**config.mk**
```make
export PLATFORM = sky130hd
export DESIGN_NAME = mem_arbiter
export DESIGN_NICKNAME = d
export VERILOG_FILES = /design/src/rtl/cpu_types_pkg.sv /design/src/rtl/mem_arbiter.sv
export SDC_FILE = /design/constraint.sdc
export NUM_CORES = 1
export LEC_CHECK = 0
export CELL_PAD_IN_SITES_DETAIL_PLACEMENT = 1
export CELL_PAD_IN_SITES_GLOBAL_PLACEMENT = 1
export CORE_ASPECT_RATIO = 1.75
export CORE_MARGIN = 3
export CORE_UTILIZATION = 13
export CTS_CLUSTER_DIAMETER = 200
export CTS_CLUSTER_SIZE = 30
export DETAILED_ROUTE_END_ITERATION = 8
export HOLD_SLACK_MARGIN = 0.15
export PLACE_DENSITY_LB_ADDON = 0.1
export SLEW_MARGIN = 20
export SYNTH_ARGS = -nofsm -noshare
export SYNTH_HDL_FRONTEND = slang
export SYNTH_SLANG_ARGS = --single-unit
```
**constraint.sdc**
```tcl
create_clock -name CLK -period 2.1 [get_ports CLK]
set_input_delay 0.315 -clock CLK [delete_from_list [all_inputs] [get_ports CLK]]
set_output_delay 0.315 -clock CLK [all_outputs]
set_load 0.005 [all_outputs]
```
**src/rtl/cpu_types_pkg.sv**
```systemverilog
// Shared CPU type definitions.
// Holds the RAM status encoding, the memory arbiter grant states, the
// default address/data widths, and a small saturating-increment helper.
package cpu_types_pkg;

  localparam int ADDR_W_DEF = 32;
  localparam int DATA_W_DEF = 32;

  typedef enum logic [1:0] {
    FREE   = 2'd0,
    BUSY   = 2'd1,
    ACCESS = 2'd2,
    ERROR  = 2'd3
  } ramstate_t;

  typedef enum logic [1:0] {
    IDLE   = 2'd0,
    DGRANT = 2'd1,
    IGRANT = 2'd2
  } arb_state_t;

  // Increment v, but never beyond lim.
  function automatic logic [3:0] sat_inc(input logic [3:0] v, input logic [3:0] lim);
    return (v < lim) ? v + 4'd1 : lim;
  endfunction

endpackage

```
**src/rtl/mem_arbiter.sv**
```systemverilog
// Memory arbiter: shares one single-ported, variable-latency RAM between the
// instruction-fetch port and the data port of the CPU.
//   CLK, RST             clock (rising edge), asynchronous active-high reset
//   iREN/iaddr           instruction read request and address
//   iload/iwait          instruction read data / access-not-complete flag
//   dREN/dWEN/daddr/dstore  data read/write request, address, write value
//   dload/dwait          data read value / access-not-complete flag
//   ramREN/ramWEN/ramaddr/ramstore  RAM request side
//   ramload/ramstate     RAM read data and status (FREE/BUSY/ACCESS/ERROR)
//   err                  sticky flag, set by any RAM ERROR response
// Data has priority; after STARVE_MAX consecutive data completions with a
// fetch waiting, the fetch is granted next.
module mem_arbiter
  import cpu_types_pkg::*;
#(
  parameter int ADDR_W     = ADDR_W_DEF,
  parameter int DATA_W     = DATA_W_DEF,
  parameter int STARVE_MAX = 4
) (
  input  logic              CLK,
  input  logic              RST,
  input  logic              iREN,
  input  logic [ADDR_W-1:0] iaddr,
  output logic [DATA_W-1:0] iload,
  output logic              iwait,
  input  logic              dREN,
  input  logic              dWEN,
  input  logic [ADDR_W-1:0] daddr,
  input  logic [DATA_W-1:0] dstore,
  output logic [DATA_W-1:0] dload,
  output logic              dwait,
  output logic              ramREN,
  output logic              ramWEN,
  output logic [ADDR_W-1:0] ramaddr,
  output logic [DATA_W-1:0] ramstore,
  input  logic [DATA_W-1:0] ramload,
  input  logic [1:0]        ramstate,
  output logic              err
);

  localparam logic [3:0] CNT_MAX = 4'(STARVE_MAX);

  arb_state_t state, next_state;
  logic [3:0] starve_cnt, next_cnt;
  logic       set_err;
  logic       dreq;
  logic       done;
  ramstate_t  rs;

  assign dreq = dREN | dWEN;
  assign rs   = ramstate_t'(ramstate);
  assign done = (rs == ACCESS) || (rs == ERROR);

  always_ff @(posedge CLK or posedge RST) begin
    if (RST) begin
      state      <= IDLE;
      starve_cnt <= 4'd0;
      err        <= 1'b0;
    end else begin
      state      <= next_state;
      starve_cnt <= next_cnt;
      if (set_err) err <= 1'b1;
    end
  end

  always_comb begin
    next_state = state;
    next_cnt   = starve_cnt;
    set_err    = 1'b0;
    iwait      = 1'b1;
    dwait      = 1'b1;
    iload      = '0;
    dload      = '0;
    ramREN     = 1'b0;
    ramWEN     = 1'b0;
    ramaddr    = '0;
    ramstore   = '0;

    case (state)
      IDLE: begin
        // A saturated counter hands the next slot to a waiting fetch.
        if (dreq && ((starve_cnt < CNT_MAX) || !iREN)) next_state = DGRANT;
        else if (iREN)                                 next_state = IGRANT;
      end

      DGRANT: begin
        if (!dreq) begin
          // Requester withdrew: release the RAM without completing.
          next_state = IDLE;
        end else begin
          ramaddr  = daddr;
          ramstore = dstore;
          ramWEN   = dWEN;
          ramREN   = dREN & ~dWEN;
          if (done) begin
            dwait      = 1'b0;
            dload      = (rs == ACCESS && !dWEN) ? ramload : '0;
            set_err    = (rs == ERROR);
            next_state = IDLE;
            next_cnt   = iREN ? sat_inc(starve_cnt, CNT_MAX) : 4'd0;
          end
        end
      end

      IGRANT: begin
        if (!iREN) begin
          next_state = IDLE;
        end else begin
          ramaddr = iaddr;
          ramREN  = 1'b1;
          if (done) begin
            iwait      = 1'b0;
            iload      = (rs == ACCESS) ? ramload : '0;
            set_err    = (rs == ERROR);
            next_state = IDLE;
            next_cnt   = 4'd0;
          end
        end
      end

      default: next_state = IDLE;
    endcase
  end

endmodule

```
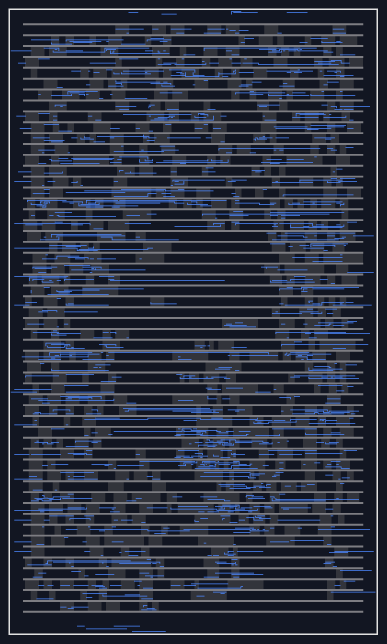
(signal wires on met1)
Drawn at 4 px/um. Supply wires on this layer in grey. Cells faint in the background.
wire length on this layer = 4070 um
longest straight run = 40.0 um
met1 GRT Util: 15.3%
routed vias: 3063
total wire length: 13.6 mm

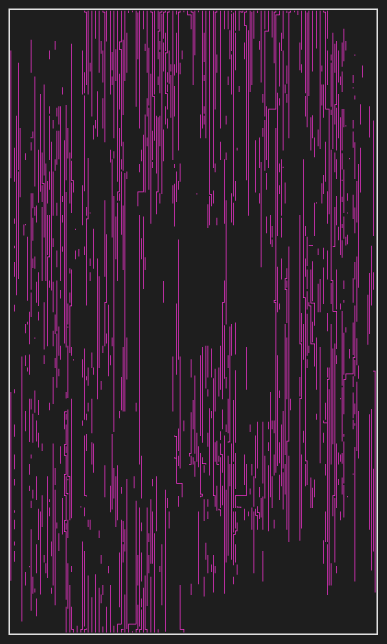
(M2 wires)
Drawn at 4 px/um.
longest straight run = 66.1 um
wire length on this layer = 7890 um
main direction = vertical
met2 Use GR: 35.6%

==> Slide: Implementation Results <==
Key Metrics from the Run

Yosys
  • Yosys stat chip area: approximately 1700 um2
  • Synth Flop Type: dfrtp_1
  • Mean Syn Cell Area: slightly above 7 um2
  • Synthesized Nets: between 300 and 400
  • Synth top cells by count: and2_1 (98), a22oi_1 (33), nor2b_1 (32)
  • Synth top cell by count: and2_1
  • Mapped Cells: about 240
  • Cell area leaders: and2_1 (37%), a22oi_1 (15%), nor2b_1 (12%)

Final layout
  • Max reg flops: 4
  • Signal buffers: approximately 330
  • Flop count: 7
  • Non-clock buffer share: 59.2%
  • Largest register by flop count: starve_cnt
  • Sequential cell area share: between 3 and 4%
  • Final-layout clock buffer total: 4
  • Non-Filler Instances: approximately 720
  • ANT cells: 0
  • Post-Layout Inst Area: roughly 5200 um2
  • Inverters: 7

Route
  • Met1 wire length: a little over 4 mm
  • Drt wl/cell: 18.8 um
  • Vias per inst: approximately 4.2
  • Met3 WL post-DR: 1.35 mm
  • DR WL met2: 7.89 mm
  • DRT antenna net count: 0
  • 1st-pass router iterations: 4
  • # DRC: 0
  • First DRT Iteration DRCs: between 60 and 70

Final timing
  • Worst slew margin: 72.1%
  • Fin. Hold Viols: 0
  • Worst-Margin Slew: 0.414 ns
  • Endpoints failing setup: 3
  • Fin Hold WS: around 0.34 ns
  • RSZ-0062 raised after global routing: yes
  • Fin crit share: 102%
  • Clock skew: between 0.002 and 0.0025 ns
  • Final worst-path setup slack: -0.0463 ns
  • Final worst path period need: about 2.1 ns

Clocking
  • Clock root buffer: clkbuf_16
  • CTS Hold Bufs: 0
  • Clock buffer depth: 2
  • CTS tree: yes
  • H-tree Lvls: 1
  • Clock Sinks: 7
  • Worst-path clk slew: 0.04 ns
  • Post-CTS setup buffer count: 23

Power
  • Combinational Power Share: between 80% and 90%
  • Power Sequential: roughly 0.00020 W
  • P_clk: roughly 0.00032 W
  • Seq pwr share: 6.1%
  • NetSw: 0.00120 W

Outcome
  • Failing checks: setup timing
  • Status: finished, violations left

Critical path
  • WP data arrival: about 1.8 ns
  • Worst setup EP type: output pin
  • WP buf/inv: 6
  • FF-to-FF path depth: 9
  • Worst r2r dst: state[0]
  • Critical path depth: 10
  • CP Launch Type: flip-flop

Flow run
  • Tool Warnings: 31

Placement
  • DP Wirelength: 9.62 mm
  • IO Port Bufs: 267

Global routing
  • Overflow left after global routing: 0
  • First-pass GRT wire length: 18.9 mm
  • Met3 usage: 5.45%
  • Layer with the highest usage: met2

Die
  • Row count: 54
  • I/O pin count: about 270
No activity file was given, so power comes from the tool's default toggle rates.
